### config.mk
export PLATFORM = sky130hd
export DESIGN_NAME = management
export DESIGN_NICKNAME = d
export VERILOG_FILES = /design/src/rtl/management.sv
export SDC_FILE = /design/constraint.sdc
export NUM_CORES = 1
export LEC_CHECK = 0
export CAP_MARGIN = 20
export CORE_AREA = 2 2 91 93
export DETAILED_ROUTE_END_ITERATION = 10
export DIE_AREA = 0 0 93 95
export GPL_TIMING_DRIVEN = 0
export HOLD_SLACK_MARGIN = 0.12
export PLACE_DENSITY = 0.59
export SETUP_SLACK_MARGIN = 0.1
export SLEW_MARGIN = 30
export SYNTH_ARGS = -nofsm -noshare
export SYNTH_HDL_FRONTEND = slang
export SYNTH_SLANG_ARGS = --single-unit
### constraint.sdc
create_clock -name CLK -period 3.4 [get_ports CLK]
set_clock_uncertainty 0.2 [all_clocks]
set_input_delay 1.02 -clock CLK [delete_from_list [all_inputs] [get_ports CLK]]
set_output_delay 1.02 -clock CLK [all_outputs]
set_load 0.1 [all_outputs]
### src/rtl/management.sv
// Elevator controller: keypad strobe synchroniser, floor-request latch and a
// four-state travel/door FSM. Define MANAGEMENT_SEG7_EN to drive seg_out from current_floor.
module management #(
    parameter int unsigned NUM_FLOORS    = 9,
    parameter int unsigned TRAVEL_CYCLES = 4,
    parameter int unsigned DOOR_CYCLES   = 3
) (
    input  logic       CLK,
    input  logic       RST,
    input  logic       my_clock,
    input  logic [4:1] BCD_input,
    output logic [3:0] current_floor,
    output logic       moving_up,
    output logic       moving_down,
    output logic       door_open,
    output logic [9:1] pending,
    output logic [6:0] seg_out
);
    typedef enum logic [1:0] {IDLE, MOVE_UP, MOVE_DOWN, DOOR_OPEN} state_t;

    localparam logic [3:0] TOP_FLOOR   = 4'(NUM_FLOORS);
    localparam logic [7:0] TRAVEL_LAST = 8'(TRAVEL_CYCLES - 1);
    localparam logic [7:0] DOOR_LAST   = 8'(DOOR_CYCLES - 1);

    function automatic logic [9:1] onehot(input logic [3:0] f);
        logic [9:1] v;
        v = '0;
        for (int unsigned i = 1; i <= 9; i++)
            if (f == 4'(i)) v[i] = 1'b1;
        return v;
    endfunction

    function automatic logic any_above(input logic [9:1] p, input logic [3:0] f);
        logic r;
        r = 1'b0;
        for (int unsigned i = 1; i <= 9; i++)
            if (p[i] && 4'(i) > f) r = 1'b1;
        return r;
    endfunction

    function automatic logic any_below(input logic [9:1] p, input logic [3:0] f);
        logic r;
        r = 1'b0;
        for (int unsigned i = 1; i <= 9; i++)
            if (p[i] && 4'(i) < f) r = 1'b1;
        return r;
    endfunction

    // Keep the last travel direction when work lies both ways; pending bits never
    // exceed TOP_FLOOR, so a move past either end can never be chosen.
    function automatic state_t route(input logic [9:1] p, input logic [3:0] f, input logic up_last);
        logic up, dn;
        up = any_above(p, f);
        dn = any_below(p, f);
        if (up && (up_last || !dn)) return MOVE_UP;
        if (dn) return MOVE_DOWN;
        return IDLE;
    endfunction

    logic [3:1] sync_q;
    logic [4:1] bcd1_q, bcd2_q;
    state_t     state_q, state_d;
    logic [3:0] floor_q, floor_d, next_f;
    logic [7:0] timer_q, timer_d;
    logic [9:1] pend_q, pend_d;
    logic       up_last_q, up_last_d;
    logic       mv_up_q, mv_dn_q, door_q;

    logic key_evt, key_floor, key_open, key_close, at_floor_key, parked;

    assign key_evt      = sync_q[2] & ~sync_q[3];
    assign key_floor    = key_evt && (bcd2_q != 4'd0) && (bcd2_q <= TOP_FLOOR);
    assign key_open     = key_evt && (bcd2_q == 4'd10);
    assign key_close    = key_evt && (bcd2_q == 4'd11);
    assign at_floor_key = key_floor && (bcd2_q == floor_q);
    assign parked       = (state_q == IDLE) || (state_q == DOOR_OPEN);

    always_comb begin
        state_d   = state_q;
        floor_d   = floor_q;
        timer_d   = timer_q;
        pend_d    = pend_q;
        up_last_d = up_last_q;
        next_f    = floor_q;
        if (key_floor && !(parked && at_floor_key))
            pend_d = pend_d | onehot(bcd2_q);
        unique case (state_q)
            IDLE: begin
                timer_d = '0;
                if (key_open || at_floor_key) state_d = DOOR_OPEN;
                else                          state_d = route(pend_d, floor_q, up_last_q);
            end
            MOVE_UP, MOVE_DOWN: begin
                if (timer_q == TRAVEL_LAST) begin
                    timer_d = '0;
                    next_f  = (state_q == MOVE_UP) ? floor_q + 4'd1 : floor_q - 4'd1;
                    floor_d = next_f;
                    // A key for the arrival floor was merged above, so it is cleared here too.
                    if (|(pend_d & onehot(next_f))) begin
                        pend_d  = pend_d & ~onehot(next_f);
                        state_d = DOOR_OPEN;
                    end else begin
                        state_d = route(pend_d, next_f, up_last_q);
                    end
                end else begin
                    timer_d = timer_q + 8'd1;
                end
            end
            DOOR_OPEN: begin
                if (key_open || at_floor_key) begin
                    timer_d = '0;
                end else if (key_close || timer_q == DOOR_LAST) begin
                    timer_d = '0;
                    state_d = route(pend_d, floor_q, up_last_q);
                end else begin
                    timer_d = timer_q + 8'd1;
                end
            end
        endcase
        if (state_d == MOVE_UP)   up_last_d = 1'b1;
        if (state_d == MOVE_DOWN) up_last_d = 1'b0;
    end

    always_ff @(posedge CLK) begin
        if (RST) begin
            sync_q    <= '0;
            bcd1_q    <= '0;
            bcd2_q    <= '0;
            state_q   <= IDLE;
            floor_q   <= 4'd1;
            timer_q   <= '0;
            pend_q    <= '0;
            up_last_q <= 1'b1;
            mv_up_q   <= 1'b0;
            mv_dn_q   <= 1'b0;
            door_q    <= 1'b0;
        end else begin
            sync_q    <= {sync_q[2:1], my_clock};
            bcd1_q    <= BCD_input;
            bcd2_q    <= bcd1_q;
            state_q   <= state_d;
            floor_q   <= floor_d;
            timer_q   <= timer_d;
            pend_q    <= pend_d;
            up_last_q <= up_last_d;
            mv_up_q   <= (state_d == MOVE_UP);
            mv_dn_q   <= (state_d == MOVE_DOWN);
            door_q    <= (state_d == DOOR_OPEN);
        end
    end

    assign current_floor = floor_q;
    assign moving_up     = mv_up_q;
    assign moving_down   = mv_dn_q;
    assign door_open     = door_q;
    assign pending       = pend_q;

`ifdef MANAGEMENT_SEG7_EN
    always_comb begin
        case (floor_q)
            4'd0:    seg_out = 7'b1000000;
            4'd1:    seg_out = 7'b1111001;
            4'd2:    seg_out = 7'b0100100;
            4'd3:    seg_out = 7'b0110000;
            4'd4:    seg_out = 7'b0011001;
            4'd5:    seg_out = 7'b0010010;
            4'd6:    seg_out = 7'b0000010;
            4'd7:    seg_out = 7'b1111000;
            4'd8:    seg_out = 7'b0000000;
            4'd9:    seg_out = 7'b0010000;
            default: seg_out = 7'b1111111;
        endcase
    end
`else
    assign seg_out = '1;
`endif

endmodule

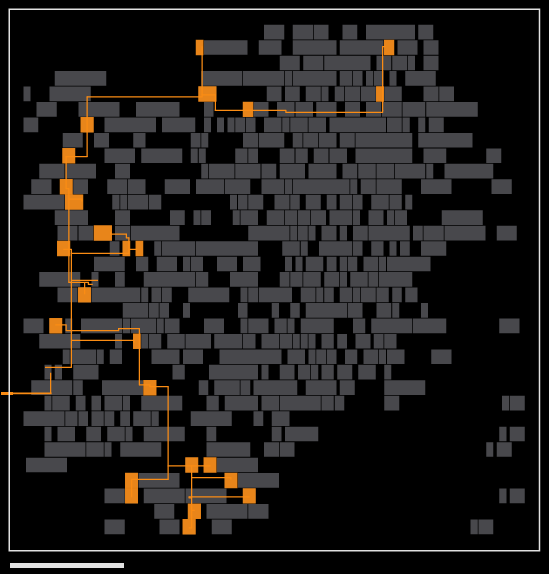
(images/io_fan.png)
Bar = 20 um.
- RST: orange (direction input; edge left; end cells 25; buffers 3; wire 288 um)
PortBufs: 21
I/O pins: 30

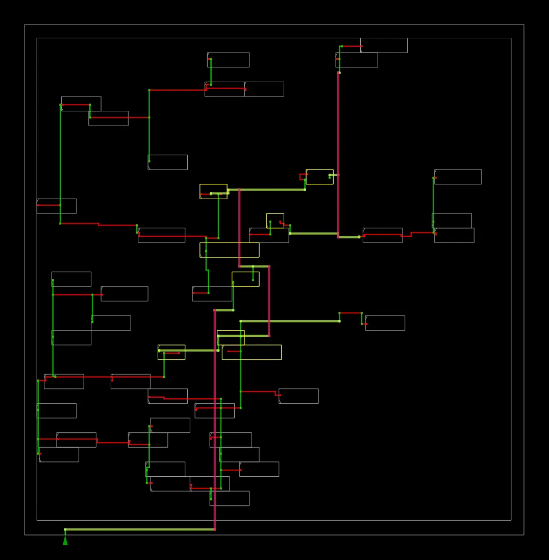
(images/clocks.png)
cts bufs inserted: 5
CTS sink count: 38
clk ins delay skew pair: 0.30 ns

==> out/results.ini <==
[timing]
relSlewSlack_pct=34.8
period_minus_slack_ns=3.59
setup_viol=3
tightest_slew_ns=0.975
finalClockPeriodUsage_pct=106
worst_slack_ns=-0.194
fmax_ghz=0.278

[power_and_ir_drop]
clockPowerShare_pct=28.6
internal-power_uw=1040
vdd_ir_drop_max_mv=0.323
power_uw=1680
pwr-share-comb_pct=41.7
power.density_mw_per_mm2=426
p_sw_share_pct=38.1
seqPwrFrac_pct=29.7

[cts]
cts_buffer_depth=2
ctsHoldBuffers=0
path_clk_slew_ns=0.09

[drt]
wl_um=9160
top_layer_used=met4
wl_per_cell_um=17.7
wl_met3_um=793
drt_iter0_drc=389
num_vias=3053
firstDrtPassIters=5
wl_met1_um=3750

[synthesis]
syn_area_sq_mm=0.00269
ys_async_sr_fraction_pct=0
ys_seq_share_pct=28.3
ys_types=69
area_leaders=dfxtp_1 28%, ha_1 6.0%, nor2_1 5.2%
numSynthFlops=38
avgSynthCellArea_sq_um=7.90
ys.flop_type=dfxtp_1
ys_warn_count=0

[outcome]
status=complete, but fails checks
violations=negative setup slack

[cells_and_area]
fillerInstances=751
layout-drive-gt1-share_pct=31.7
antennaDiodeCount=0
syn_to_final_growth_pct=46.7
fin_nets=432

[global_route]
antenna_found_initial=0
grt_pass1_wl_um=13900
track_usage_pct=20.0
grt_pass1_vias=2798
grt_max_degree=14

[setup_path]
cp-start-kind=flip-flop
critPathCaptureType=flip-flop
path_buffers=3

[floorplan]
dieArea_sq_mm=0.00884
fp_util_pct=34.0
placementRows=33
die_h_um=95

[placement]
dp_hpwl_um=5850

[run]
warning_count=38

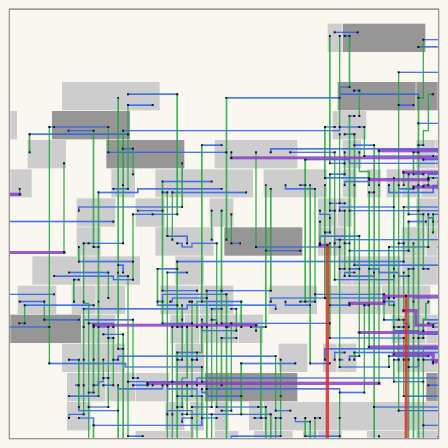
(images/detail.png)
Window x 3 to 43, y 51 to 91 um. Cells in gray, sequential cells in the stronger gray; small squares are vias.
- metal 3: purple
- metal 2: green
- metal 1: blue
- metal 4: red
- sequential cells in the window: 7
- cells with their middle in the window: 74
- most frequent: nor2_1 (8), nand2_1 (6), buf_4 (6)

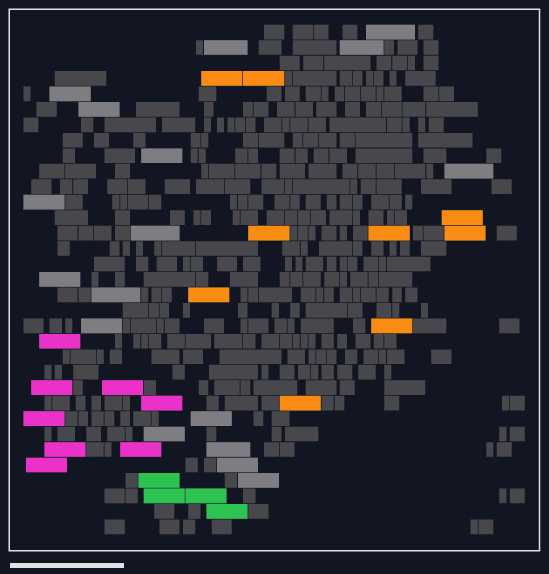
(images/flops_by_reg.png)
Bar = 20 um. Other sequential cells in the stronger gray, the rest of the logic in the fainter gray.
- bcd1_q: green (flops 4)
- timer_q: magenta (flops 8; where lower left)
- pending: orange (flops 9)

area by class of cell:
type                    count  area, sq um  share of cell area, %
multi-input cells         272         2160                   54.7
flip-flops and latches     38          779                   19.7
repair buffers             61          539                   13.6
plain buffers              22          151                   3.83
well taps                 105          131                   3.32
clock buffers               5         68.8                   1.74
clock inverters             3         68.8                   1.74
inverters                  12         51.3                   1.30
flip-flops by register name, indices dropped and copies added (netlist names), 2 cells and up:
signal and flops:
pending 9, timer_q 8, bcd1_q 4, bcd2_q 4, current_floor 4, sync_q 3
state_q 2
power groups by stage:
| stage | clock network [uW] | logic (uW) | registers, uW |
|---|---|---|---|
| CTS | 486 | 608 | 497 |
| global placement | 0 | 509 | 502 |
| detailed placement | 0 | 508 | 502 |
| floorplan | 0 | 336 | 566 |
| global route | 505 | 743 | 504 |
| finish | 482 | 703 | 500 |
cells in the mapped netlist, types with 3 or more instances:
master	instances
ha_1	13
a31oi_1	13
xnor2_1	5
and2_1	3
clkbuf_1	9
a211oi_1	4
nor2_1	37
o21ai_1	5
and3_1	3
nor2b_1	16
or3_1	6
nand4_1	4
buf_2	7
nand3_1	12
a21oi_1	21
inv_1	11
o21ai_0	13
nand2_1	27
a22oi_1	3
dfxtp_1	38
buf_4	7
o211ai_1	6
xor2_1	10
nor3_1	7
worst paths after layout:
| check | end | slack (ns) | depth (start not counted) |
|---|---|---|---|
| hold reg to reg | sync_q[2] | 0.24 | 1 |
| hold / removal | sync_q[2] | 0.24 | 1 |
| setup / recovery | up_last_q | -0.19 | 14 |
| setup reg to reg | up_last_q | -0.19 | 14 |
cells in the final DEF, fill, tap and decap left out, drive strengths merged, types with 4 or more instances in the layout:
cell type | synthesis | routed
conb | 1 | 7
ha | 13 | 13
xnor2 | 5 | 5
nand3 | 12 | 12
or3 | 6 | 6
a21oi | 23 | 23
clkdlybuf4s50 | 0 | 21
buf | 16 | 55
dfxtp | 38 | 38
nand4 | 4 | 4
nor4 | 4 | 4
xor2 | 10 | 10
a211oi | 5 | 5
inv | 11 | 10
o211ai | 6 | 6
a31oi | 13 | 13
nor2 | 38 | 38
clkbuf | 9 | 12
nor2b | 16 | 16
nor3 | 7 | 7
nand2 | 27 | 27
o21ai | 18 | 18
repair_timing:
item / 4_1_cts / 5_1_grt
buffers inserted: 21 / 19
resized: 45 / 36
gates cloned: 0 / 0
endpoints found under the setup margin: 6 / 10
hold endpoints to repair: 0 / 0
pin swaps: 16 / 14
per-stage QoR:
stage          util (%)  cell area (sq um)  std cells
3_3_place_gp       39.4               3130        473
6_report           49.8               3950        518
4_1_cts            45.8               3630        502
3_5_place_dp       39.4               3130        473
5_1_grt            49.8               3950        518
2_1_floorplan         -               2790        347
kinds of logic (layout without fill, tap and decap cells):
kind of cell | after synthesis | in the layout | share of synthesized area, %
simple gates | 132 | 132 | 26.3
compound gates | 101 | 101 | 25.8
flops | 38 | 38 | 28.3
buf+inv | 37 | 103 | 7.02
xor+xnor | 15 | 15 | 4.88
fa+ha+maj | 14 | 14 | 6.41
mux | 3 | 3 | 1.16
other cells | 1 | 7 | 0.139
Power and IR drop assume default switching activity.
